--- config.mk ---
export PLATFORM = sky130hd
export DESIGN_NAME = mem_port_bridge
export DESIGN_NICKNAME = d
export VERILOG_FILES = /design/src/rtl/mem_bridge_pkg.sv /design/src/rtl/mem_port_event.sv /design/src/rtl/mem_port_bridge.sv
export SDC_FILE = /design/constraint.sdc
export NUM_CORES = 1
export LEC_CHECK = 0
export ABC_AREA = 0
export CORE_UTILIZATION = 48
export DETAILED_ROUTE_END_ITERATION = 8
export GPL_TIMING_DRIVEN = 0
export PLACE_DENSITY = 0.84
export SLEW_MARGIN = 10
export SYNTH_ARGS = -nofsm -noshare
export SYNTH_HDL_FRONTEND = slang
export SYNTH_SLANG_ARGS = --single-unit
--- constraint.sdc ---
create_clock -name i_clk -period 1.6 [get_ports i_clk]
set_clock_uncertainty 0.05 [all_clocks]
set_input_delay 0.4 -clock i_clk [delete_from_list [all_inputs] [get_ports i_clk]]
set_output_delay 0.4 -clock i_clk [all_outputs]
set_load 0.01 [all_outputs]
--- src/rtl/mem_bridge_pkg.sv ---
// Shared types and constants for the CPU-channel to SDRAM toggle-port bridge.
package mem_bridge_pkg;

  typedef enum logic {IDLE, WAIT} state_t;

  localparam logic [1:0] DS_LO   = 2'b01;
  localparam logic [1:0] DS_HI   = 2'b10;
  localparam logic [1:0] DS_BOTH = 2'b11;

  localparam int MAX_CH = 8;

  // Writes drive the single lane holding the addressed byte; reads fetch the whole word.
  function automatic logic [1:0] ds_for(input logic we, input logic a0);
    if (!we) return DS_BOTH;
    return a0 ? DS_HI : DS_LO;
  endfunction

endpackage

--- src/rtl/mem_port_event.sv ---
// Per-channel access event detector with excluded-window filter and a single
// coalescing request slot (latest event wins).
module mem_port_event #(
  parameter int                ADDR_W    = 16,
  parameter logic [ADDR_W-1:0] EXCL_MASK = 16'hC000,
  parameter logic [ADDR_W-1:0] EXCL_VAL  = 16'hC000
) (
  input  logic              i_clk,
  input  logic              i_res_n,
  input  logic              i_cs,
  input  logic              i_oe,
  input  logic              i_we,
  input  logic [ADDR_W-1:0] i_addr,
  input  logic [7:0]        i_d,
  input  logic              i_clr,
  output logic              o_pend,
  output logic [ADDR_W-1:0] o_addr,
  output logic              o_we,
  output logic [7:0]        o_d
);

  logic              r_rd, r_wr, r_pend, r_we;
  logic [ADDR_W-1:0] r_addr_hist, r_addr;
  logic [7:0]        r_d;

  logic w_excl, w_rd, w_wr, w_rd_ev, w_wr_ev, w_event;

  assign w_excl  = (EXCL_MASK != '0) && ((i_addr & EXCL_MASK) == EXCL_VAL);
  assign w_rd    = i_cs & ~w_excl & i_oe;
  assign w_wr    = i_cs & ~w_excl & i_we;
  assign w_rd_ev = w_rd & (~r_rd | (i_addr != r_addr_hist));
  assign w_wr_ev = w_wr & ~r_wr;
  assign w_event = w_rd_ev | w_wr_ev;

  always_ff @(posedge i_clk or negedge i_res_n) begin
    if (!i_res_n) begin
      r_rd        <= 1'b0;
      r_wr        <= 1'b0;
      r_addr_hist <= '0;
      r_pend      <= 1'b0;
      r_addr      <= '0;
      r_we        <= 1'b0;
      r_d         <= '0;
    end else begin
      r_rd        <= w_rd;
      r_wr        <= w_wr;
      r_addr_hist <= i_addr;
      // A new event in the same cycle the arbiter copies the slot keeps it pending.
      if (w_event) begin
        r_pend <= 1'b1;
        r_addr <= i_addr;
        r_we   <= w_wr_ev;
        r_d    <= i_d;
      end else if (i_clr) begin
        r_pend <= 1'b0;
      end
    end
  end

  assign o_pend = r_pend;
  assign o_addr = r_addr;
  assign o_we   = r_we;
  assign o_d    = r_d;

endmodule

--- src/rtl/mem_port_bridge.sv ---
// Round-robin bridge from NUM_CH byte-wide CPU-style channels onto one
// toggle-handshake 16-bit SDRAM port.
module mem_port_bridge
  import mem_bridge_pkg::*;
#(
  parameter int                NUM_CH    = 2,
  parameter int                ADDR_W    = 16,
  parameter logic [ADDR_W-1:0] EXCL_MASK = 16'hC000,
  parameter logic [ADDR_W-1:0] EXCL_VAL  = 16'hC000
) (
  input  logic                     i_clk,
  input  logic                     i_res_n,
  input  logic [NUM_CH-1:0]        i_ch_cs,
  input  logic [NUM_CH-1:0]        i_ch_oe,
  input  logic [NUM_CH-1:0]        i_ch_we,
  input  logic [NUM_CH*ADDR_W-1:0] i_ch_addr,
  input  logic [NUM_CH*8-1:0]      i_ch_d,
  output logic [NUM_CH*8-1:0]      o_ch_q,
  output logic [NUM_CH-1:0]        o_ch_busy,
  output logic                     o_mem_req,
  input  logic                     i_mem_ack,
  output logic [ADDR_W-1:0]        o_mem_addr,
  output logic                     o_mem_we,
  output logic [1:0]               o_mem_ds,
  output logic [15:0]              o_mem_d,
  input  logic [15:0]              i_mem_q
);

  localparam int GW = (NUM_CH > 1) ? $clog2(NUM_CH) : 1;

  logic [NUM_CH-1:0]             w_pend, w_slot_we, w_clr, w_busy;
  logic [NUM_CH-1:0][ADDR_W-1:0] w_slot_addr;
  logic [NUM_CH-1:0][7:0]        w_slot_d;

  for (genvar i = 0; i < NUM_CH; i++) begin : g_ch
    mem_port_event #(
      .ADDR_W   (ADDR_W),
      .EXCL_MASK(EXCL_MASK),
      .EXCL_VAL (EXCL_VAL)
    ) u_event (
      .i_clk  (i_clk),
      .i_res_n(i_res_n),
      .i_cs   (i_ch_cs[i]),
      .i_oe   (i_ch_oe[i]),
      .i_we   (i_ch_we[i]),
      .i_addr (i_ch_addr[i*ADDR_W +: ADDR_W]),
      .i_d    (i_ch_d[i*8 +: 8]),
      .i_clr  (w_clr[i]),
      .o_pend (w_pend[i]),
      .o_addr (w_slot_addr[i]),
      .o_we   (w_slot_we[i]),
      .o_d    (w_slot_d[i])
    );
  end

  state_t                 r_state;
  logic [GW-1:0]          r_grant, r_rr;
  logic                   r_mem_req, r_mem_we;
  logic [ADDR_W-1:0]      r_mem_addr;
  logic [1:0]             r_mem_ds;
  logic [15:0]            r_mem_d;
  logic [NUM_CH-1:0][7:0] r_ch_q;

  logic          w_found_hi, w_found_lo, w_found;
  logic [GW-1:0] w_sel_hi, w_sel_lo, w_sel;

  // First pending at or above the pointer, otherwise the lowest pending (wrap).
  always_comb begin
    w_found_hi = 1'b0;
    w_found_lo = 1'b0;
    w_sel_hi   = '0;
    w_sel_lo   = '0;
    for (int i = 0; i < NUM_CH; i++) begin
      if (w_pend[i] && !w_found_hi && (GW'(i) >= r_rr)) begin
        w_found_hi = 1'b1;
        w_sel_hi   = GW'(i);
      end
      if (w_pend[i] && !w_found_lo) begin
        w_found_lo = 1'b1;
        w_sel_lo   = GW'(i);
      end
    end
    w_found = w_found_hi | w_found_lo;
    w_sel   = w_found_hi ? w_sel_hi : w_sel_lo;
  end

  always_comb begin
    w_clr  = '0;
    w_busy = '0;
    for (int i = 0; i < NUM_CH; i++) begin
      w_clr[i]  = (r_state == IDLE) && w_found && (w_sel == GW'(i));
      w_busy[i] = w_pend[i] | ((r_state == WAIT) && (r_grant == GW'(i)));
    end
  end

  always_ff @(posedge i_clk or negedge i_res_n) begin
    if (!i_res_n) begin
      r_state    <= IDLE;
      r_grant    <= '0;
      r_rr       <= '0;
      r_mem_req  <= 1'b0;
      r_mem_we   <= 1'b0;
      r_mem_addr <= '0;
      r_mem_ds   <= 2'b00;
      r_mem_d    <= '0;
      r_ch_q     <= '0;
    end else begin
      case (r_state)
        IDLE: begin
          if (w_found) begin
            r_grant    <= w_sel;
            r_mem_addr <= w_slot_addr[w_sel];
            r_mem_we   <= w_slot_we[w_sel];
            r_mem_ds   <= ds_for(w_slot_we[w_sel], w_slot_addr[w_sel][0]);
            r_mem_d    <= {w_slot_d[w_sel], w_slot_d[w_sel]};
            r_mem_req  <= ~r_mem_req;
            r_state    <= WAIT;
          end
        end
        WAIT: begin
          if (i_mem_ack == r_mem_req) begin
            if (!r_mem_we)
              r_ch_q[r_grant] <= r_mem_addr[0] ? i_mem_q[15:8] : i_mem_q[7:0];
            r_rr    <= (r_grant == GW'(NUM_CH - 1)) ? '0 : r_grant + 1'b1;
            r_state <= IDLE;
          end
        end
        default: r_state <= IDLE;
      endcase
    end
  end

  assign o_ch_q     = r_ch_q;
  assign o_ch_busy  = w_busy;
  assign o_mem_req  = r_mem_req;
  assign o_mem_addr = r_mem_addr;
  assign o_mem_we   = r_mem_we;
  assign o_mem_ds   = r_mem_ds;
  assign o_mem_d    = r_mem_d;

endmodule

final_placement.png
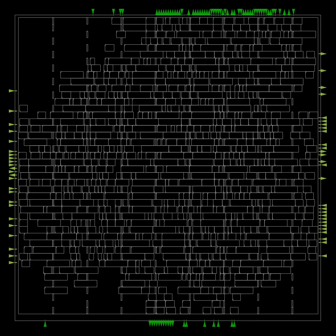
Taps Inserted: 184
number of rows created at floorplan: 44
post-route core utilization: 69.1%
fill cell count: 1,028

clock_map.png
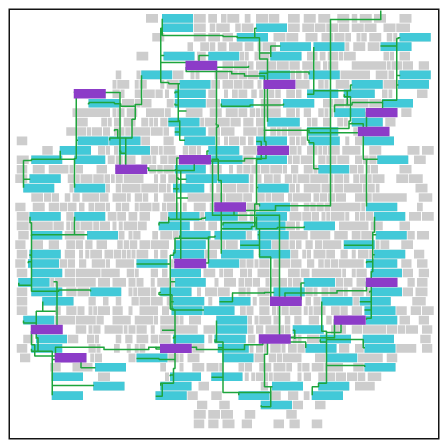
legend:
  purple:
    item: cells driving clock nets
    count: 17
  green:
    item: clock wires
    length: 1,740 µm
  cyan:
    item: flip-flops
    count: 135
flops lie: all over the die
routed clock nets: 18

pins.png
Pins as bars across the die edge, other pins in gray.
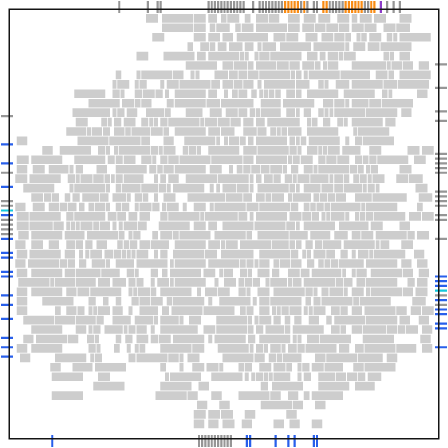
legend:
  cyan:
    port: `i_ch_oe`
    pins: 2
    direction: input
    edge: 1 west, 1 east
  orange:
    port: `i_mem_q`
    pins: 16
    direction: input
    edge: north
  purple:
    port: `i_clk`
    pins: 1
    direction: input
    edge: north
  blue:
    port: `i_ch_addr`
    pins: 32
    direction: input
    edge: 15 west, 9 east, 8 south

==> summary.txt <==
State of the implementation.

- The flow ran to the end, but the final reports show violations.
- The final reports fail on setup timing.
- The largest stage delay on the critical path is 470 ps, for reference.
- Looking at the clock tree report, the maximum root-to-sink buffer count equals 2.
- For this design the total switching power over the nets is 4.99 mW.
- Max-cap violations in this run came to 0.
- The total number of yosys warnings is 0, for reference.
- The cell with the biggest individual delay on the critical path is sky130_fd_sc_hd__clkdlybuf4s50_1, for reference.
- After detailed routing, the wire length on met1 is 8800 µm.
- The clock slew seen by the registers of the worst setup and hold paths is 60 ps, for reference.
- The report lists the power per cell area as 1450 nW/µm².
- The share of total power dissipated in combinational logic is 36.7%.
- Entering global routing, the biggest net connects 77 pins.
- Buffers added to address setup during post-CTS repair amount to 29.
- The minimum clock period after layout is 1760 ps, for reference.
- The worst-path maximum fanout is 10, for reference.
- The ratio of routed vias to standard cells is 6.02, for reference.
- The final setup violation count is 55, for reference.
- The actual slew at the worst max-slew pin is 703 ps, for reference.
- Checking hold timing, the worst path is listed with class input port to register.
- In this run the static leakage power is 4.42 nW.
- The sum of negative setup slack is -5020 ps, for reference.
- The global-route met3 utilization is 7.10%, for reference.
- In this run the critical path is formed by clkdlybuf4s50_1, a21boi_4, buf_4, clkbuf_1, and3_1, mux2i_1, nand4_1.
- Checking max transition, the worst relative margin is 53.1%.
- The detailed router reports a met2 wire length of 10,400 µm.
- The net count reported at finish is 987, for reference.
- The die is 123 µm tall.
- The routability congestion estimate is 0.873, for reference.
- The global routing met1 resource utilization is 38.0%, for reference.
- The fraction of the yosys area taken by sequential cells is 47.7%, for reference.
- The met3 routed wirelength is 1660 µm, for reference.
- After detailed placement, the total cell area comes to 8620 µm².
- In this run, post-CTS repair resized a total of 224 instances.
- For this run, the script counts the antenna cells in the layout as 0.
- The master cell of the clock root buffer is sky130_fd_sc_hd__clkbuf_16, for reference.
- The clock drives 135 sinks.
- Global routing consumed, over all layers together, 28.6% of the routing resources.
- The type of the setup path with the least slack is input port to register, for reference.
- Looking at the global route congestion table, the highest-usage layer is met2.
- The first global-routing pass estimated 32,700 µm of wire.
- The iteration count recorded for the first detailed-route pass is 5.
- TritonCTS created 17 clock buffers.
- The sequential fraction of design power is 35.6%, for reference.
- Per the skew report, the later register of the worst-skew pair sees a clock latency of 440 ps.
- After synthesis, the chip area reported by Yosys is 7080 µm².
- The starting density of the core is 48.9%, for reference.
- The design draws 14.5 mW.
- The number of vias after detailed routing is 6,687, for reference.
- The switching portion of total power is 34.4%, for reference.
- Counting endpoints that fail hold in the final report gives 0.
- The worst setup path is captured at a register.
- Post-route period utilization is reported as 110%.
- Setup repair after global routing could not meet its margin everywhere.
- The worst setup slack after placement is -989 ps, for reference.
- For met2 alone, demand over resource in global routing was 45.2%.
- The max-slew violation count is 0, for reference.
- The worst supply voltage drop on vdd is 0.00104 V, for reference.
- TritonCTS built the clock tree.
- The die area is 15,200 µm², for reference.
- The layout report lists the combined flip-flop and latch area as 3380 µm².
- From synthesis to final layout, the design area changed by 41.4%.
- In the routed design, unresolved DRC markers number 0.
- The most numerous logic cell after layout is sky130_fd_sc_hd__dfrtp_1, for reference.
- The highest metal layer with signal wires is met4, for reference.
- The number of instances in the synthesized netlist is 726, for reference.
- The post-synthesis cell type count is 31, for reference.
- The clock network fraction of design power is 27.7%, for reference.
- The final antenna-violating net count is 0, for reference.
- The post-route netlist has 21.4% of its cells at a drive strength greater than 1.
- The initial antenna violation count is 0.
- Recorded from the global router log, the overflow total was 0.
- Across all setup checks in the final design, the least slack found is -156 ps.
- STA classifies the critical path startpoint as an input port.
- The die boundary width is 123 µm, for reference.
- The required arrival time at the worst endpoint is 1910 ps, for reference.
- The area taken by multi-input combinational cells is reported as 3550 µm².
- The most common logic cells in the final layout are sky130_fd_sc_hd__dfrtp_1 (131), sky130_fd_sc_hd__nand2_1 (104), sky130_fd_sc_hd__dlygate4sd2_1 (59).
- The internal power is 9.53 mW, for reference.
- Summed over all nets, the half-perimeter wirelength after detailed placement is 13,500 µm.
- In this run the mean area of a mapped cell was 9.75 µm².
- The cell area that synthesis handed to floorplanning was 7080 µm².
- Summing over the stages, the warning tally comes to 29.
- The net count of the mapped netlist is 799, for reference.
- The number of hold buffers added after CTS was 1.
- After synthesis, the design contains 726 cells according to Yosys.
- The H-tree depth is 4, for reference.
- The area of all placed cells without fillers is 10,000 µm², for reference.
- The data arrival time at the worst-slack endpoint is 2070 ps, for reference.
- The number of global-route vias before repair is 6,418, for reference.
- After floorplanning, the core was sized to cover 14,500 µm².
- The peak clock frequency supported by timing is 0.570 GHz, for reference.
- The synthesis-stage register bit count is 135, for reference.
- In this run, the number of DRC markers left after iteration 0 of detailed routing was 748.
port_nets.png
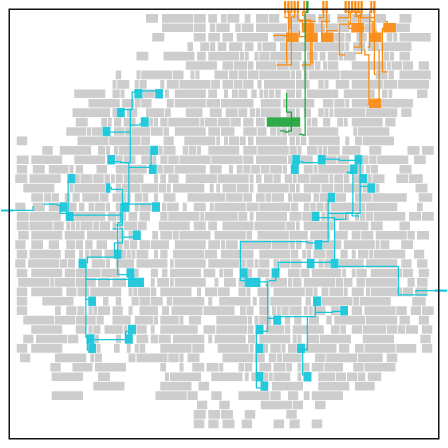
legend:
  orange:
    port: `i_mem_q`
    direction: input
    edge: north
    end_cells: 8
    wire: 275 µm
  cyan:
    port: `i_ch_oe`
    direction: input
    edge: 1 west, 1 east
    end_cells: 50
    wire: 558 µm
  green:
    port: `o_mem_we`
    direction: output
    edge: north
    end_cells: 1
    wire: 56.3 µm
top-level I/O count: 127
number of buffers inserted by port buffering: 126

metal_stack.png
Scale bar: 20 µm.
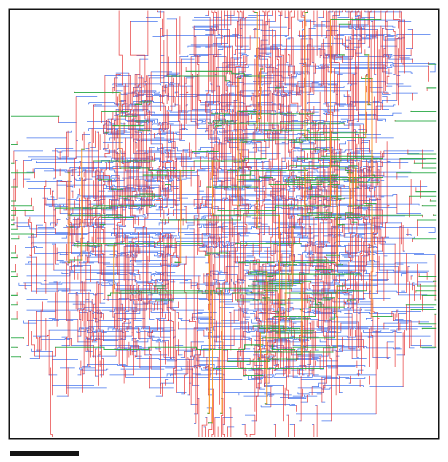
legend:
  red:
    layer: met2
    wire_length: 10,400 µm
  orange:
    layer: met4
    wire_length: 753 µm
  blue:
    layer: met1
    wire_length: 8,800 µm
  green:
    layer: met3
    wire_length: 1,660 µm
Post-Route WL: 21,600 µm
Routed WL per cell: 19.5 µm

-- synth_stat cells (all sizes together) --
master	instances	area, µm²
xor2	1	8.76
and3	48	300
a21oi	19	98.9
or2	4	25.0
a21boi	2	22.5
nor3	4	65.1
nand2b	2	12.5
xnor2	33	289
inv	31	116
and2	3	18.8
nand4	54	338
nor2	21	78.8
clkbuf	34	128
buf	32	219
nand3	50	250
dfrtp	135	3380
or3	1	6.26
and3b	2	17.5
a21o	1	7.51
nor2b	1	6.26
nor4b	48	420
a222oi	23	230
mux2i	58	581
o21ai	12	60.1
nand2	107	402
-- flip-flops by register name (all words and copies together), names as in the netlist, 2 cells and up --
register and cells:
g_ch.u_event.r_wr 2, g_ch.u_event.o_we 2, o_ch_q 16, g_ch.u_event.r_rd 2
o_mem_ds 2, g_ch.u_event.o_d 16, o_mem_d 8, o_mem_addr 16
g_ch.u_event.o_pend 2, g_ch.u_event.o_addr 32, g_ch.u_event.r_addr_hist 32
-- power by group through the flow --
| stage | combinational, mW | clock (mW) | sequential [mW] |
|---|---|---|---|
| after floorplan | 2.30 | 0 | 5.15 |
| after global placement | 4.59 | 0 | 5.12 |
| after detailed placement | 4.71 | 0 | 5.14 |
| after CTS | 4.69 | 4.03 | 5.08 |
| after global routing | 5.77 | 4.23 | 5.23 |
| final | 5.33 | 4.02 | 5.17 |
-- cells by family (layout without fill, tap and decap cells) --
family	after synthesis	after routing	synth area share (%)
AND-OR/OR-AND	57	57	5.92
XOR/XNOR	34	34	4.21
buffers and inverters	97	298	6.54
flip-flops	135	135	47.7
multiplexers	58	58	8.20
AND/OR/NAND/NOR	345	345	27.4
-- path summary, 6_finish.rpt --
kind | start | cells past startpoint | slack (ps) | endpoint
min reg2reg | o_mem_addr[6]$_DFFE_PN0N_ | 2 | 440 | o_mem_addr[6]$_DFFE_PN0N_
min in group asynchronous | i_res_n | 2 | 510 | o_ch_q[15]$_DFFE_PN0P_
max reg2reg | g_ch[0].u_event.r_addr_hist[5]$_DFF_PN0_ | 7 | -120 | g_ch[0].u_event.o_pend$_DFFE_PN0P_
max in group asynchronous | i_res_n | 3 | 230 | r_grant$_DFFE_PN0N_
max | i_ch_cs[1] | 7 | -160 | g_ch[1].u_event.o_d[0]$_DFFE_PN0P_
min | i_ch_addr[24] | 1 | 230 | g_ch[1].u_event.r_addr_hist[8]$_DFF_PN0_
-- stage by stage --
| step | cells | hold slack, ps |
|---|---|---|
| 5_1_grt | 1111 | 238 |
| 3_3_place_gp | 1036 | 420 |
| 4_1_cts | 1100 | 234 |
| 6_report | 1111 | 233 |
| 2_1_floorplan | 726 | 54.4 |
| 3_5_place_dp | 1037 | 418 |
-- critical path, delay by kind of cell --
kind | cells | cell delay, ps
multiplexers | 1 | 90
AND/OR/NAND/NOR | 2 | 380
buffers and inverters | 3 | 950
AND-OR/OR-AND | 1 | 240
-- cell type report --
class | count | area share, %
repair buffers | 175 | 16.5
clock buffers | 24 | 4.81
multi-input cells | 494 | 35.5
inverters | 31 | 1.19
flip-flops and latches | 135 | 33.8
clock inverters | 8 | 1.19
plain buffers | 60 | 4.71
well taps | 184 | 2.30
Power figures rest on the tool's default switching activity, not on a simulated workload.
